### src/rtl/pchk_list_ram.sv
// ---------------------------------------------------------------------------
// pchk_list_ram
// DEPTH x DATA_W simple dual-port RAM holding the expected node list.
// One write port, one read port with a registered (synchronous) read, so it
// maps onto FPGA block RAM. Contents are not reset.
// Ports:
//   clk    : clock
//   wrEn   : write enable
//   wrAddr : write address
//   wrData : write data
//   rdAddr : read address, sampled on the rising edge
//   rdData : read data, valid the cycle after rdAddr is presented
// ---------------------------------------------------------------------------
module pchk_list_ram #(
    parameter int DATA_W = 32,
    parameter int DEPTH  = 16,
    parameter int AW     = $clog2(DEPTH)
) (
    input  logic              clk,
    input  logic              wrEn,
    input  logic [AW-1:0]     wrAddr,
    input  logic [DATA_W-1:0] wrData,
    input  logic [AW-1:0]     rdAddr,
    output logic [DATA_W-1:0] rdData
);

    logic [DATA_W-1:0] mem [DEPTH];

    // Write and registered read share one edge; the checker never writes and
    // reads in the same phase, so read-during-write behaviour does not matter.
    always_ff @(posedge clk) begin
        if (wrEn) begin
            mem[wrAddr] <= wrData;
        end
        rdData <= mem[rdAddr];
    end

endmodule

### config.mk
export PLATFORM = sky130hd
export DESIGN_NAME = pchk_list_ram
export DESIGN_NICKNAME = d
export VERILOG_FILES = /design/src/rtl/pchk_list_ram.sv
export SDC_FILE = /design/constraint.sdc
export NUM_CORES = 1
export LEC_CHECK = 0
export CORE_ASPECT_RATIO = 1.25
export CORE_UTILIZATION = 34
export CTS_BUF_LIST = sky130_fd_sc_hd__clkbuf_8
export CTS_CLUSTER_DIAMETER = 50
export DETAILED_ROUTE_END_ITERATION = 7
export PLACE_DENSITY = 0.48
export RECOVER_POWER = 25
export SLEW_MARGIN = 5
export SYNTH_ARGS = -nofsm -noshare
export SYNTH_HDL_FRONTEND = slang
export SYNTH_SLANG_ARGS = --single-unit
### constraint.sdc
create_clock -name clk -period 3.7 [get_ports clk]
set_input_delay 0.555 -clock clk [delete_from_list [all_inputs] [get_ports clk]]
set_output_delay 0.555 -clock clk [all_outputs]
set_load 0.02 [all_outputs]
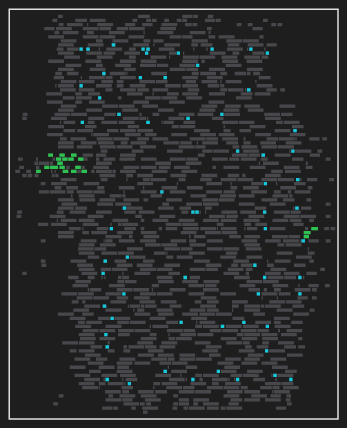
(run_1/logic_types.png)
Scale: 1.5 px per um.
color	family	cells
green	nor cells	19
cyan	aoi and oai cells	64

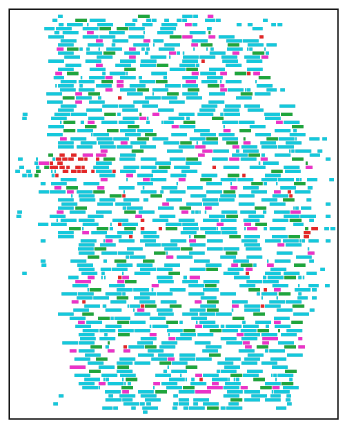
(run_1/sizes.png)
Scale: 1.5 px per um.
color	size	cells	share	most used
red	_3 and _4 cells	47	4.4%	buf_4
cyan	_0 and _1 cells	762	72%	edfxtp_1
magenta	_6 and larger	112	11%	clkbuf_8
green	_2 cells	139	13%	mux4_2

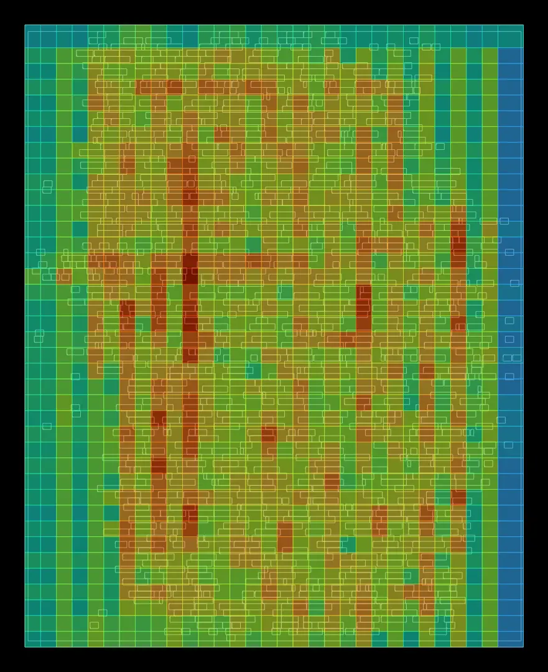
(run_1/congestion.png)
Global Route met2 Usage: 0.2609
global route hottest layer: met2
GR Layer Usage met3: 0.02602
met1 Use GR: 0.2175

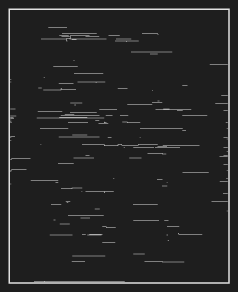
(run_1/layer_met3.png)
Scale: 1 px per um.
share of all routed wire	4.2%
nets with wire on the layer	73

==> impl_metrics.tcl, run 1 <==
# collected from the flow reports
set metrics [dict create \
    status "completed" \
    xor_area_frac 0 \
    worstSetupPathType "flop to output pin" \
    clock.fmax_mhz 447.5 \
    mux_area_frac 0.1452 \
    maxSlewHeadroom 0.4466 \
    async_flop_share 0 \
    yosys-stat-area_um2 19850 \
    tightest_slew_ps 827.5 \
    initCoreUtil 0.3452 \
    grt_pass1_wl_um 68160 \
    pre_cts_slack_ps 897.8 \
    worstRegToRegCells 3 \
    ys_seq_frac 0.8067 \
    cts_sinks 544 \
    p_total_uw 12650 \
    critPathArrivalTime_ps 1680 \
    rsz0062_at_grt "no" \
    synth_stat.cells 838 \
    syn_nets 880 \
    drive_above_1_share 0.2811 \
    skew_ps 33.31 \
    crit_path_end_kind "output pin" \
    die_x_um 218.1 \
    slew_violations 0 \
    cts_hold_buf 0 \
    layout_top_cell "edfxtp_1" \
    dominantRegCellSynth "edfxtp_1" \
    syn_area_um2 19850 \
]
## run 1: metal layers
metal	global-route usage	up-vias	share of wire	wire length (um)
li1	-	3899	-	-
met1	0.2175	4968	0.44	20130
met2	0.2609	214	0.50	22840
met3	0.02602	61	0.042	1933
met4	0.06091	0	0.021	948
met5	0	-	0	0
## run 1: cell type report
cell class,instances,area (um2),area share
clock inverter,62,397.9,0.01691
clock buffer,92,1266,0.05380
antenna,1,2.502,0.0001063
tap,750,938.4,0.03987
timing repair buffer,111,1159,0.04923
sequential,544,16020,0.6805
multi-input combinational,251,3756,0.1596
## run 1: cell families after synthesis
kind of cell / after synthesis
muxes: 128
and+or+nand+nor: 59
AOI/OAI and AO/OA: 64
buffers and inverters: 43
DFF: 544
## run 1: registers in the layout, indices dropped and copies added (netlist names)
register	cells
mem	512
rdData	32
## run 1: how the worst min path moves through the flow
stage	slack, ps	depth (start not counted)	end	from
after floorplan	630	3	rdData[0]	mem[14][0]
after global placement	660	3	rdData[0]	mem[12][0]
after detailed placement	660	3	rdData[1]	mem[12][1]
after CTS	520	4	rdData[4]	rdAddr[1]
after global routing	580	4	rdData[4]	rdAddr[1]
final	590	4	rdData[4]	rdAddr[1]
## run 1: synth_stat cells, drive strengths merged, types with 2 or more instances
library cell and number:
a22oi 64, buf 26, clkbuf 17, dfxtp 32, edfxtp 512, mux4 128
nand2 33, nand2b 2, nand3b 2, nor2 13, nor2b 2, nor3 4
## run 1: per-stage QoR
stage | hold slack [ps] | cell area [um2]
final | 593.5 | 23540
after global routing | 583.7 | 23540
after CTS | 521.4 | 23530
after detailed placement | 660.3 | 21870
after global placement | 655.7 | 21870
after floorplan | 634.9 | 19860
## run 1: report_power, final
group	total, uW	switching (uW)	internal [uW]
logic	750	432	318
clock network	4970	2320	2650
registers	6930	37.3	6890
total	12600	2790	9860
==> run_1/layer_met2.png <==
Scale: 1 px per um. Cells faint in the background.
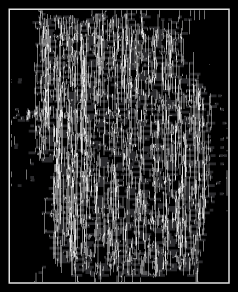

==> run 2, diff against run 1 <==
Settings changed: PLACE_DENSITY 0.48 to 0.47.
Clock period 3.7 ns to 2.2 ns, I/O delays scaled along.
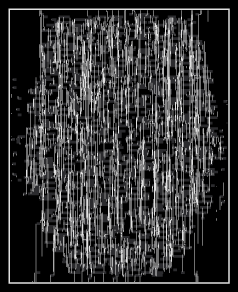
(run_2/layer_met2.png)
Scale: 1 px per um. Cells faint in the background.
nets with wire on the layer	971
share of all routed wire	50%
main direction	vertical
wire length on this layer	22.4 mm

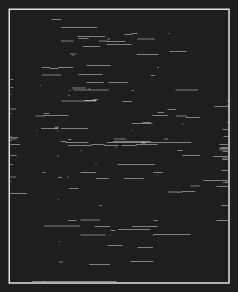
(run_2/layer_met3.png)
Scale: 1 px per um.
share of all routed wire	3.8%
nets with wire on the layer	76

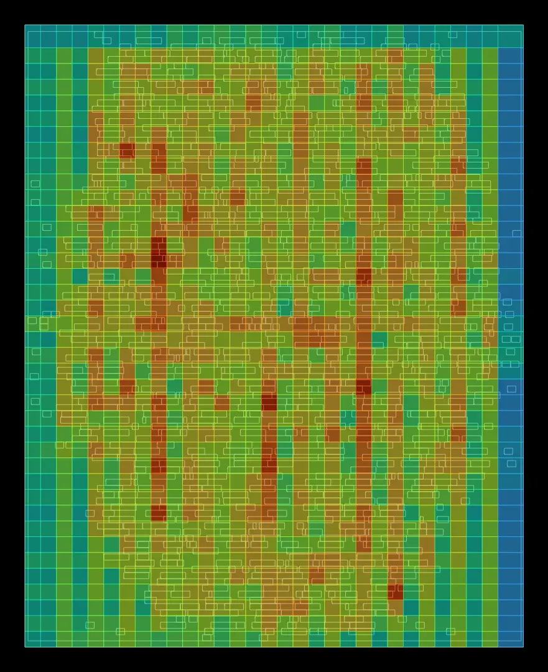
(run_2/congestion.png)
met1 Use GR: 0.2087
GR Layer Usage met3: 0.02356
Final Util: 0.4188
drt wl/cell: 24.38 um
Global Route met2 Usage: 0.2593

==> run 2 against run 1 <==
Net effect: non-clock buffer count increased by 34; core utilization is 0.95 points higher; routed wire length is 2.1% lower; register-to-register slack worse by 1200 ps; clock skew decreased by 18 ps; die area unchanged; total power up 66%; synthesized area is the same; sequential share of layout area fell by 1.5 points; setup slack got worse by 1300 ps; critical endpoint is now rdData[14]; largest cell class unchanged; largest power group unchanged.
==> impl_metrics.tcl, run 2 <==
# collected from the flow reports
set metrics [dict create \
    status "completed" \
    layout_top_cell "edfxtp_1" \
    cts_hold_buf 0 \
    p_seq_uw 11700 \
    ys_seq_frac 0.8067 \
    worstSetupPathType "flop to output pin" \
    syn_area_um2 19850 \
    maxSlewHeadroom 0.2524 \
    power_switching_uw 4565 \
    postPlaceCellArea_um2 22440 \
    power.group.top "registers" \
    reg_top3 "mem: 512 flops, rdData: 32 flops" \
    comb-power_uw 1290 \
    critPathArrivalTime_ps 1670 \
    p_total_uw 21040 \
    cts_sinks 544 \
    initCoreUtil 0.3452 \
    dominantRegCellSynth "edfxtp_1" \
    skew_ps 15.78 \
    setup_slack_ps 200.4 \
    syn_nets 880 \
    top_register "mem" \
    powerClk_uw 8080 \
    p_int_uw 16480 \
    swShare 0.2169 \
    largest_reg_flops 512 \
    tightest_slew_ps 1119 \
    whs_ps 256.0 \
    p_seq_frac 0.555 \
    grt_pass1_wl_um 66550 \
    finalInstanceArea_um2 24080 \
    slew_violations 0 \
    async_flop_share 0 \
    pre_cts_slack_ps -97.91 \
    clock.fmax_mhz 500.1 \
    drive_above_1_share 0.3089 \
    die_x_um 218.1 \
    synth_stat.cells 838 \
    yosys-stat-area_um2 19850 \
    top_cell "edfxtp_1" \
    ys_top_cells_by_count "edfxtp_1 (512), mux4_2 (128), a22oi_1 (64), nand2_1 (33), dfxtp_1 (32)" \
]
[run 2: netlist changes by cell type in the layout (fill, tap and decap cells not counted), sizes merged]
cell	before	now
buf	39	73
clkbuf	93	103
clkinv	25	10
inv	29	34
clkdlybuf4s50	51	52
bufinv	5	1
dlygate4sd3	20	19
clkinvlp	3	4
[run 2: logic make-up (layout without fill, tap and decap cells)]
| logic type | count (synthesis) | count (layout) | synth area share |
|---|---|---|---|
| other cells | 0 | 1 | 0 |
| flops | 544 | 544 | 0.8067 |
| buf+inv | 43 | 296 | 0.01122 |
| compound gates | 64 | 64 | 0.02420 |
| mux | 128 | 128 | 0.1452 |
| simple gates | 59 | 59 | 0.01273 |
[run 2: layout make-up]
| class | count | area (um2) | area share |
|---|---|---|---|
| flip-flops and latches | 544 | 16020 | 0.6650 |
| multi-input cells | 251 | 3775 | 0.1567 |
| clock buffers | 102 | 1404 | 0.05829 |
| clock inverters | 49 | 234.0 | 0.009715 |
| well taps | 750 | 938.4 | 0.03897 |
| diodes | 1 | 2.502 | 0.0001039 |
| repair buffers | 145 | 1714 | 0.07118 |
[run 2: layer usage]
layer / vias to the layer above / global-route usage / wire length, um
li1: 3966 / - / -
met1: 4845 / 0.2087 / 19790
met2: 203 / 0.2593 / 22430
met3: 68 / 0.02356 / 1708
met4: 0 / 0.05760 / 987
met5: - / 0 / 0
[run 2: worst paths after layout]
path | from | to | slack (ps) | cells past startpoint
worst max-delay path | rdData[14] | rdData[14] | 200 | 1
worst min-delay path | rdAddr[1] | rdData[15] | 260 | 4
worst max register to register | mem[11][12] | rdData[12] | 770 | 3
worst min register to register | mem[6][31] | rdData[31] | 670 | 3
==> run 3, diff against run 2 <==
Clock period 2.2 ns to 2.6 ns, I/O delays scaled along.
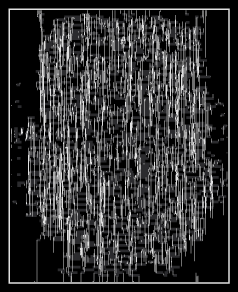
(run_3/layer_met2.png)
Scale: 1 px per um. Cells faint in the background.
share of all routed wire	51%
main direction	vertical
wire length on this layer	21.5 mm
nets with wire on the layer	935
longest straight run	71.9 um

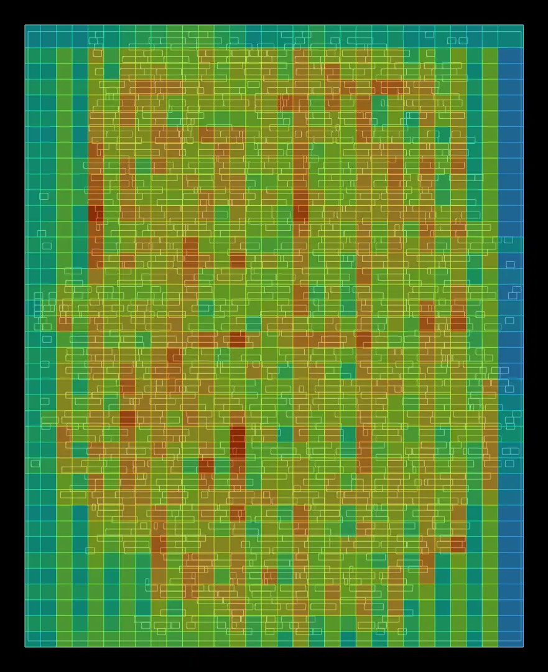
(run_3/congestion.png)
met1 Use GR: 0.1922
gr usage total: 0.1477
GR Layer Usage met3: 0.02658
Global Route met2 Usage: 0.2470

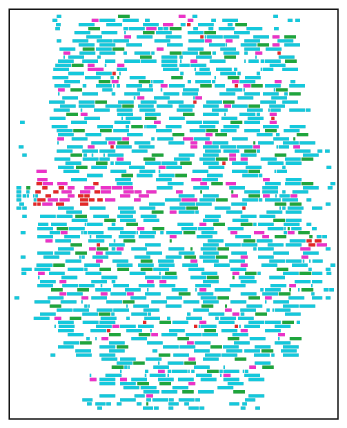
(run_3/sizes.png)
Scale: 1.5 px per um.
color	size	cells	share	most used
magenta	_6 and larger	128	12%	clkbuf_8
red	_3 and _4 cells	36	3.4%	nor2_4
green	_2 cells	142	13%	mux4_2
cyan	_0 and _1 cells	755	71%	edfxtp_1

==> run 3 against run 2 <==
Net effect: first-iteration DRC count shrank 9.5%; global-route usage shrank 0.88 points; clock power shrank 15%; non-clock buffer count shrank 33; sequential cell count is the same; die area is the same; cell count shrank 1.6%; clock skew grew 2.4 ps; register-to-register slack gained 460 ps; count of clock-buffer cells in the layout shrank 5.
==> impl_metrics.tcl, run 3 <==
# collected from the flow reports
set metrics [dict create \
    status "completed" \
    async_flop_share 0 \
    yosys-stat-area_um2 19850 \
    drive_above_1_share 0.2884 \
    highest_layer "met4" \
    pre_cts_slack_ps 248.6 \
    power_switching_uw 3907 \
    min-delay-start "rdAddr[1]" \
    setup_slack_ps 539.8 \
    slew_violations 0 \
    crit_path_end_kind "output pin" \
    ys_top_cells_by_count "edfxtp_1 (512), mux4_2 (128), a22oi_1 (64), nand2_1 (33), dfxtp_1 (32)" \
    layout_top_cell "edfxtp_1" \
    grt_pass1_wl_um 63710 \
    maxSlewHeadroom 0.5660 \
    pwr-share-comb 0.059 \
    syn_area_um2 19850 \
    synth_stat.cells 838 \
    r2r_start "mem[3][24]" \
    dr_wl_met3_um 1862 \
    rsz0062_at_grt "no" \
    reg2reg_setup_slack_ps 1230 \
    worstRegToRegCells 3 \
    die_x_um 218.1 \
    powerClk_uw 6880 \
    largest_reg_flops 512 \
    power.group.top "registers" \
    routedWlPerCell_um 23.26 \
    comb-power_uw 1050 \
    syn_nets 880 \
    whs_endpoint "rdData[18]" \
    tightest_slew_ps 649.0 \
    worstSetupPathType "flop to output pin" \
    final_util 0.4127 \
    skew_ps 18.21 \
    p_int_uw 13880 \
    swShare 0.2196 \
    reg2reg_to "rdData[24]" \
    p_seq_uw 9860 \
    initCoreUtil 0.3452 \
    dominantRegCellSynth "edfxtp_1" \
    holdPathStages 4 \
    ys_seq_frac 0.8067 \
    wl_met1_um 18050 \
]
-- run 3: cell types whose count changed in the layout (fill, tap and decap cells not counted), sizes merged --
| cell | change |
|---|---|
| buf | -33 |
| clkinv | +11 |
| clkbuf | -5 |
| inv | -5 |
| bufinv | +1 |
| clkinvlp | +1 |
-- run 3: final cells by class --
type,count,area (um2)
diodes,1,2.502
clock buffers,97,1335
clock inverters,57,300.3
fillers,5025,33770
multi-input cells,251,3775
flip-flops and latches,544,16020
well taps,750,938.4
repair buffers,112,1366
-- run 3: stage by stage --
| stage | area, um2 | hold WS, ps | power (uW) | setup TNS (ps) |
|---|---|---|---|---|
| after CTS | 23730 | 291.7 | 18070 | 0 |
| after floorplan | 19870 | 488.9 | 10580 | -9411 |
| after detailed placement | 22090 | 654.9 | 11140 | 0 |
| final | 23730 | 354.9 | 17790 | 0 |
| after global placement | 22090 | 654.2 | 11130 | 0 |
| after global routing | 23730 | 350.0 | 18510 | 0 |
-- run 3: kinds of logic (layout without fill, tap and decap cells) --
family          after synthesis  count (layout)  synth area share
other cells                   0               1                 0
simple gates                 59              59           0.01273
buf+inv                      43             266           0.01122
flops                       544             544            0.8067
compound gates               64              64           0.02420
mux                         128             128            0.1452
-- run 3: worst max path at each step --
| stage | startpoint | to | depth (start not counted) |
|---|---|---|---|
| floorplan | wrAddr[2] | mem[1][0] | 2 |
| global placement | wrEn | mem[0][31] | 4 |
| detailed placement | wrEn | mem[0][31] | 4 |
| CTS | rdData[15] | rdData[15] | 1 |
| global route | rdData[15] | rdData[15] | 1 |
| finish | rdData[15] | rdData[15] | 1 |
-- run 3: worst min-delay path, cell delays in order --
cell,delay (ps)
buf_6,180
mux4_2,250
a22oi_1,60
nand2_1,60
Power figures rest on the tool's default switching activity, not on a simulated workload.
